File: src/rtl/npu_fifo_endpoint_pkg.sv
// -----------------------------------------------------------------------------
// npu_fifo_endpoint_pkg
// Shared constants for the CPU<->NPU queue endpoint: word width, default FIFO
// depths and the occupancy-counter width helper used by every FIFO instance.
// -----------------------------------------------------------------------------
package npu_fifo_endpoint_pkg;

   localparam int unsigned NPU_WORD_W        = 32;
   localparam int unsigned NPU_CFG_DEPTH_DEF = 16;
   localparam int unsigned NPU_IN_DEPTH_DEF  = 32;
   localparam int unsigned NPU_OUT_DEPTH_DEF = 32;

   // Count must reach DEPTH itself, hence one bit more than the pointer.
   function automatic int unsigned fifoCntWidth(input int unsigned depth);
      return $clog2(depth) + 1;
   endfunction

endpackage

File: src/rtl/npu_sync_fifo.sv
// -----------------------------------------------------------------------------
// npu_sync_fifo
// Single-clock FIFO with registered occupancy count and a combinational head.
//   iClk, iRst_n : clock, asynchronous active-low reset
//   iFlush       : synchronous clear of pointers and count; discards same-cycle ops
//   iPush, iData : write request and data
//   iPop         : read request (ignored while empty)
//   oHead        : word at the read pointer (combinational storage read)
//   oFull/oEmpty : decoded from the registered count only
// A push while full is accepted only if a pop happens in the same cycle.
// A push while empty is never forwarded to oHead in the same cycle.
// -----------------------------------------------------------------------------
module npu_sync_fifo
   import npu_fifo_endpoint_pkg::*;
#(
   parameter int unsigned WIDTH = NPU_WORD_W,
   parameter int unsigned DEPTH = NPU_CFG_DEPTH_DEF
) (
   input  logic             iClk,
   input  logic             iRst_n,
   input  logic             iFlush,
   input  logic             iPush,
   input  logic [WIDTH-1:0] iData,
   input  logic             iPop,
   output logic [WIDTH-1:0] oHead,
   output logic             oFull,
   output logic             oEmpty
);

   localparam int unsigned PtrW = $clog2(DEPTH);
   localparam int unsigned CntW = fifoCntWidth(DEPTH);

   logic [PtrW-1:0]  wrPtrQ, wrPtrD;
   logic [PtrW-1:0]  rdPtrQ, rdPtrD;
   logic [CntW-1:0]  countQ, countD;
   logic [WIDTH-1:0] mem [DEPTH];
   logic             pushEff, popEff;

   assign oFull  = (countQ == CntW'(DEPTH));
   assign oEmpty = (countQ == '0);

   assign popEff  = iPop && !oEmpty;
   // When full, a simultaneous pop frees the slot the push needs.
   assign pushEff = iPush && (!oFull || popEff);

   always_comb begin
      wrPtrD = wrPtrQ;
      rdPtrD = rdPtrQ;
      countD = countQ;
      if (iFlush) begin
         wrPtrD = '0;
         rdPtrD = '0;
         countD = '0;
      end else begin
         // DEPTH is a power of two, so pointer wrap is natural overflow.
         if (pushEff) wrPtrD = wrPtrQ + PtrW'(1);
         if (popEff)  rdPtrD = rdPtrQ + PtrW'(1);
         if (pushEff && !popEff) begin
            countD = countQ + CntW'(1);
         end else if (!pushEff && popEff) begin
            countD = countQ - CntW'(1);
         end
      end
   end

   always_ff @(posedge iClk or negedge iRst_n) begin
      if (!iRst_n) begin
         wrPtrQ <= '0;
         rdPtrQ <= '0;
         countQ <= '0;
      end else begin
         wrPtrQ <= wrPtrD;
         rdPtrQ <= rdPtrD;
         countQ <= countD;
      end
   end

   // Storage is not reset; the count alone decides what is valid.
   always_ff @(posedge iClk) begin
      if (pushEff && !iFlush) begin
         mem[wrPtrQ] <= iData;
      end
   end

   assign oHead = mem[rdPtrQ];

endmodule

File: src/rtl/npu_fifo_endpoint.sv
// -----------------------------------------------------------------------------
// npu_fifo_endpoint
// NPU-side endpoint of the CPU<->NPU queue interface.
//   CPU side : iNpuConfigFifo/We and iNpuDataFifo/We push config words and
//              operands; iNpuDataRe dequeues a result into the registered
//              oNpuDataFifo (valid the cycle after the request).
//              oCfgFull, oInFull, oOutEmpty feed the hazard unit;
//              oOverflow/oUnderflow are sticky error flags.
//   Core side: oCoreCfg*/iCoreCfgReady and oCoreIn*/iCoreInReady stream config
//              and operands; iCoreOut*/oCoreOutReady collect results.
//   iNpuFlush: synchronous clear of all FIFOs and both error flags.
// -----------------------------------------------------------------------------
module npu_fifo_endpoint
   import npu_fifo_endpoint_pkg::*;
#(
   parameter int unsigned CFG_DEPTH = NPU_CFG_DEPTH_DEF,
   parameter int unsigned IN_DEPTH  = NPU_IN_DEPTH_DEF,
   parameter int unsigned OUT_DEPTH = NPU_OUT_DEPTH_DEF
) (
   input  logic                  iClk,
   input  logic                  iRst_n,
   input  logic [NPU_WORD_W-1:0] iNpuConfigFifo,
   input  logic                  iNpuConfigWe,
   input  logic [NPU_WORD_W-1:0] iNpuDataFifo,
   input  logic                  iNpuDataWe,
   input  logic                  iNpuDataRe,
   input  logic                  iNpuFlush,
   output logic [NPU_WORD_W-1:0] oNpuDataFifo,
   output logic                  oCfgFull,
   output logic                  oInFull,
   output logic                  oOutEmpty,
   output logic                  oOverflow,
   output logic                  oUnderflow,
   output logic [NPU_WORD_W-1:0] oCoreCfgData,
   output logic                  oCoreCfgValid,
   input  logic                  iCoreCfgReady,
   output logic [NPU_WORD_W-1:0] oCoreInData,
   output logic                  oCoreInValid,
   input  logic                  iCoreInReady,
   input  logic [NPU_WORD_W-1:0] iCoreOutData,
   input  logic                  iCoreOutValid,
   output logic                  oCoreOutReady
);

   logic                  cfgEmpty, inEmpty, outFull;
   logic                  cfgPop, inPop, outPush, outPop;
   logic                  cfgDrop, inDrop;
   logic [NPU_WORD_W-1:0] outHead;
   logic                  overflowQ, overflowD;
   logic                  underflowQ, underflowD;
   logic [NPU_WORD_W-1:0] rdDataQ, rdDataD;

   assign oCoreCfgValid = !cfgEmpty;
   assign oCoreInValid  = !inEmpty;
   assign oCoreOutReady = !outFull;

   assign cfgPop  = oCoreCfgValid && iCoreCfgReady;
   assign inPop   = oCoreInValid && iCoreInReady;
   assign outPush = iCoreOutValid && oCoreOutReady;
   assign outPop  = iNpuDataRe && !oOutEmpty;

   // A CPU write is lost only when full and nothing leaves in the same cycle.
   assign cfgDrop = iNpuConfigWe && oCfgFull && !cfgPop;
   assign inDrop  = iNpuDataWe && oInFull && !inPop;

   npu_sync_fifo #(
      .WIDTH (NPU_WORD_W),
      .DEPTH (CFG_DEPTH)
   ) uCfgFifo (
      .iClk   (iClk),
      .iRst_n (iRst_n),
      .iFlush (iNpuFlush),
      .iPush  (iNpuConfigWe),
      .iData  (iNpuConfigFifo),
      .iPop   (cfgPop),
      .oHead  (oCoreCfgData),
      .oFull  (oCfgFull),
      .oEmpty (cfgEmpty)
   );

   npu_sync_fifo #(
      .WIDTH (NPU_WORD_W),
      .DEPTH (IN_DEPTH)
   ) uInFifo (
      .iClk   (iClk),
      .iRst_n (iRst_n),
      .iFlush (iNpuFlush),
      .iPush  (iNpuDataWe),
      .iData  (iNpuDataFifo),
      .iPop   (inPop),
      .oHead  (oCoreInData),
      .oFull  (oInFull),
      .oEmpty (inEmpty)
   );

   npu_sync_fifo #(
      .WIDTH (NPU_WORD_W),
      .DEPTH (OUT_DEPTH)
   ) uOutFifo (
      .iClk   (iClk),
      .iRst_n (iRst_n),
      .iFlush (iNpuFlush),
      .iPush  (outPush),
      .iData  (iCoreOutData),
      .iPop   (outPop),
      .oHead  (outHead),
      .oFull  (outFull),
      .oEmpty (oOutEmpty)
   );

   always_comb begin
      overflowD  = overflowQ;
      underflowD = underflowQ;
      rdDataD    = rdDataQ;
      if (iNpuFlush) begin
         // Flush discards the same-cycle pop, so the read register holds.
         overflowD  = 1'b0;
         underflowD = 1'b0;
      end else begin
         if (cfgDrop || inDrop) overflowD = 1'b1;
         if (iNpuDataRe) begin
            if (oOutEmpty) begin
               rdDataD    = '0;
               underflowD = 1'b1;
            end else begin
               rdDataD = outHead;
            end
         end
      end
   end

   always_ff @(posedge iClk or negedge iRst_n) begin
      if (!iRst_n) begin
         overflowQ  <= 1'b0;
         underflowQ <= 1'b0;
         rdDataQ    <= '0;
      end else begin
         overflowQ  <= overflowD;
         underflowQ <= underflowD;
         rdDataQ    <= rdDataD;
      end
   end

   assign oOverflow    = overflowQ;
   assign oUnderflow   = underflowQ;
   assign oNpuDataFifo = rdDataQ;

endmodule

File: config.mk
export PLATFORM = sky130hd
export DESIGN_NAME = npu_fifo_endpoint
export DESIGN_NICKNAME = d
export VERILOG_FILES = /design/src/rtl/npu_fifo_endpoint_pkg.sv /design/src/rtl/npu_sync_fifo.sv /design/src/rtl/npu_fifo_endpoint.sv
export SDC_FILE = /design/constraint.sdc
export NUM_CORES = 2
export LEC_CHECK = 0
export CORE_MARGIN = 4
export CORE_UTILIZATION = 55
export DETAILED_ROUTE_END_ITERATION = 6
export HOLD_SLACK_MARGIN = 0.12
export PLACE_DENSITY = 0.76
export SYNTH_ARGS = -nofsm -noshare
export SYNTH_HDL_FRONTEND = slang
export SYNTH_SLANG_ARGS = --single-unit
File: constraint.sdc
create_clock -name iClk -period 3.41 [get_ports iClk]
set_clock_uncertainty 0.2 [all_clocks]
set_input_delay 0.682 -clock iClk [delete_from_list [all_inputs] [get_ports iClk]]
set_output_delay 0.682 -clock iClk [all_outputs]
set_load 0.02 [all_outputs]
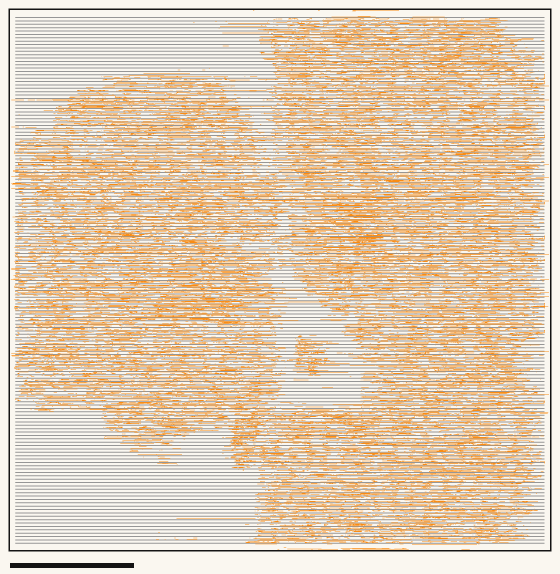
**Above:** M1 wires.
Scale bar: 100 um. Supply wires on this layer in gray.
share of all routed wire: 35%
wire length on this layer: 92.6 mm
longest straight run: 91.1 um
nets with wire on the layer: 4,908
main direction: horizontal
global-route track usage on met1: 36.5%
routed wire length: 261 mm
vias after detailed routing: 50,600

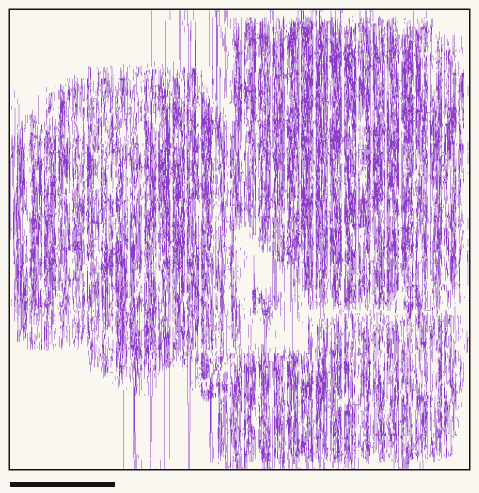
**Above:** the metal 2 layer.
Scale bar: 100 um.
nets with wire on the layer: 4,780
main direction: vertical

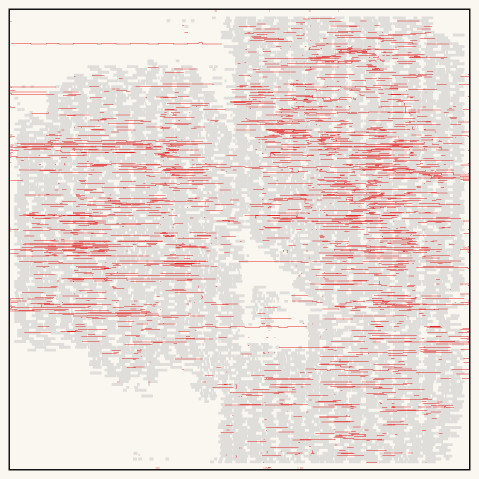
**Above:** the metal 3 layer.
Cells faint in the background.
wire length on this layer: 25.1 mm
nets with wire on the layer: 922
share of all routed wire: 9.6%
main direction: horizontal

==> out/qor.yml <==
status: "finished with violations"
failed_checks: "negative setup slack"
crit_path_top_delay_cell: "sky130_fd_sc_hd__mux4_2"
power.combinational.total_mw: 14.1
yosys-stat-cells: 4250
finalSetupViolations: 64
initial_core_util_pct: 55.5
asyncSetResetFlopFracSynth_pct: 2.99
rr_startpoint: "uCfgFifo.countQ[1]"
grt_pass1_vias: 51500
timing.critical_path.from_type: "flip-flop"
post-route-worst-setup-slack_ns: -0.883
clk_share_pct: 6.98
chip_area_mm2: 0.190
clock_pin_slew_reported_for_the_worst_setup_and_hold_paths_after_clock_tree_synthesis_ns: 0.06
cts.root.buffer_cell: "sky130_fd_sc_hd__clkbuf_16"
n_clock_buffer: 354
place_area_mm2: 0.110
layout.non_clock_buffers: 647
antenna-diode-count: 9
fin_area_mm2: 0.120
placement_rows: 156
worstSetupEndpointType: "output pin"
tightest_pin_transition_ns: 1.17
cp_num_cells: 8
power_frac_clock_pct: 36.1
endpoint: "oCoreInData[23]"
worst_ep_arrival_time_ns: 3.41
n_sequential_cell: 2639
share_comb_of_total_power_pct: 17.8
criticalPathCategory: "flip-flop to output pin"
seq_share_pct: 65.5
dr.pass1.iters: 5
post-route-min-period_ns: 4.29
netlist.top_cell.by_area: "sky130_fd_sc_hd__edfxtp_1"
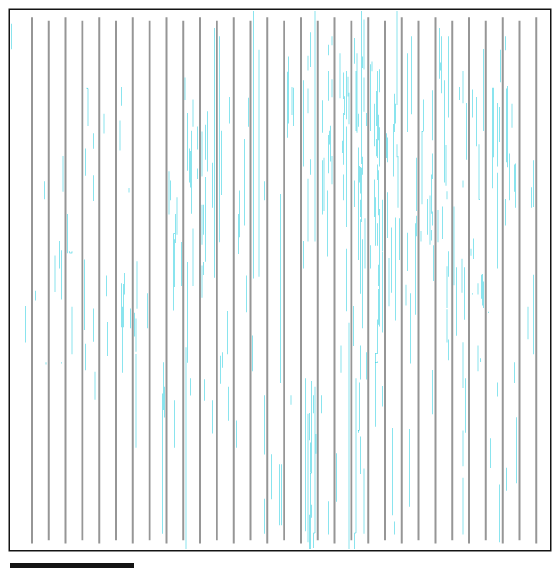
**Above:** metal 4.
Scale bar: 100 um. Supply wires on this layer in gray.
nets with wire on the layer: 189
share of all routed wire: 4.3%
longest straight run: 216 um
wire length on this layer: 11,200 um
main direction: vertical

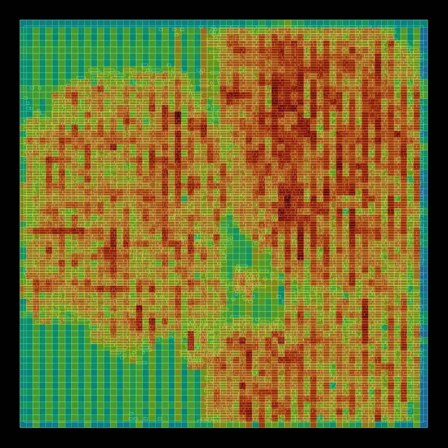
**Above:** track usage over the die.
Top Usage Layer GRT: met2
GRT met3 Usage: 5.59%
routed length per placed instance: 34.8 um
final core area utilization: 66.4%

-- kinds of logic after synthesis --
logic type / after synthesis / share of synthesized area (%)
and+or+nand+nor: 280 / 1.21
AOI/OAI and AO/OA: 211 / 1.49
muxes: 808 / 17.2
adders and majority gates: 29 / 0.383
DFF: 2639 / 78.3
xor gates and xnor gates: 32 / 0.278
buffers and inverters: 251 / 1.10
-- repair_timing --
action	in CTS	in global routing
endpoints found under the setup margin	70	65
pin swaps	0	0
hold buffers	3	0
endpoints found under the hold margin	84	0
gates resized	452	90
cloned	16	9
buffers inserted	46	38
-- metal layers --
layer	global-route usage, %	wire length [um]	vias up
met4	10.3	11200	10
met2	45.3	132000	3524
met5	0	65	-
met1	36.5	92600	26700
li1	-	-	19600
met3	5.59	25100	691
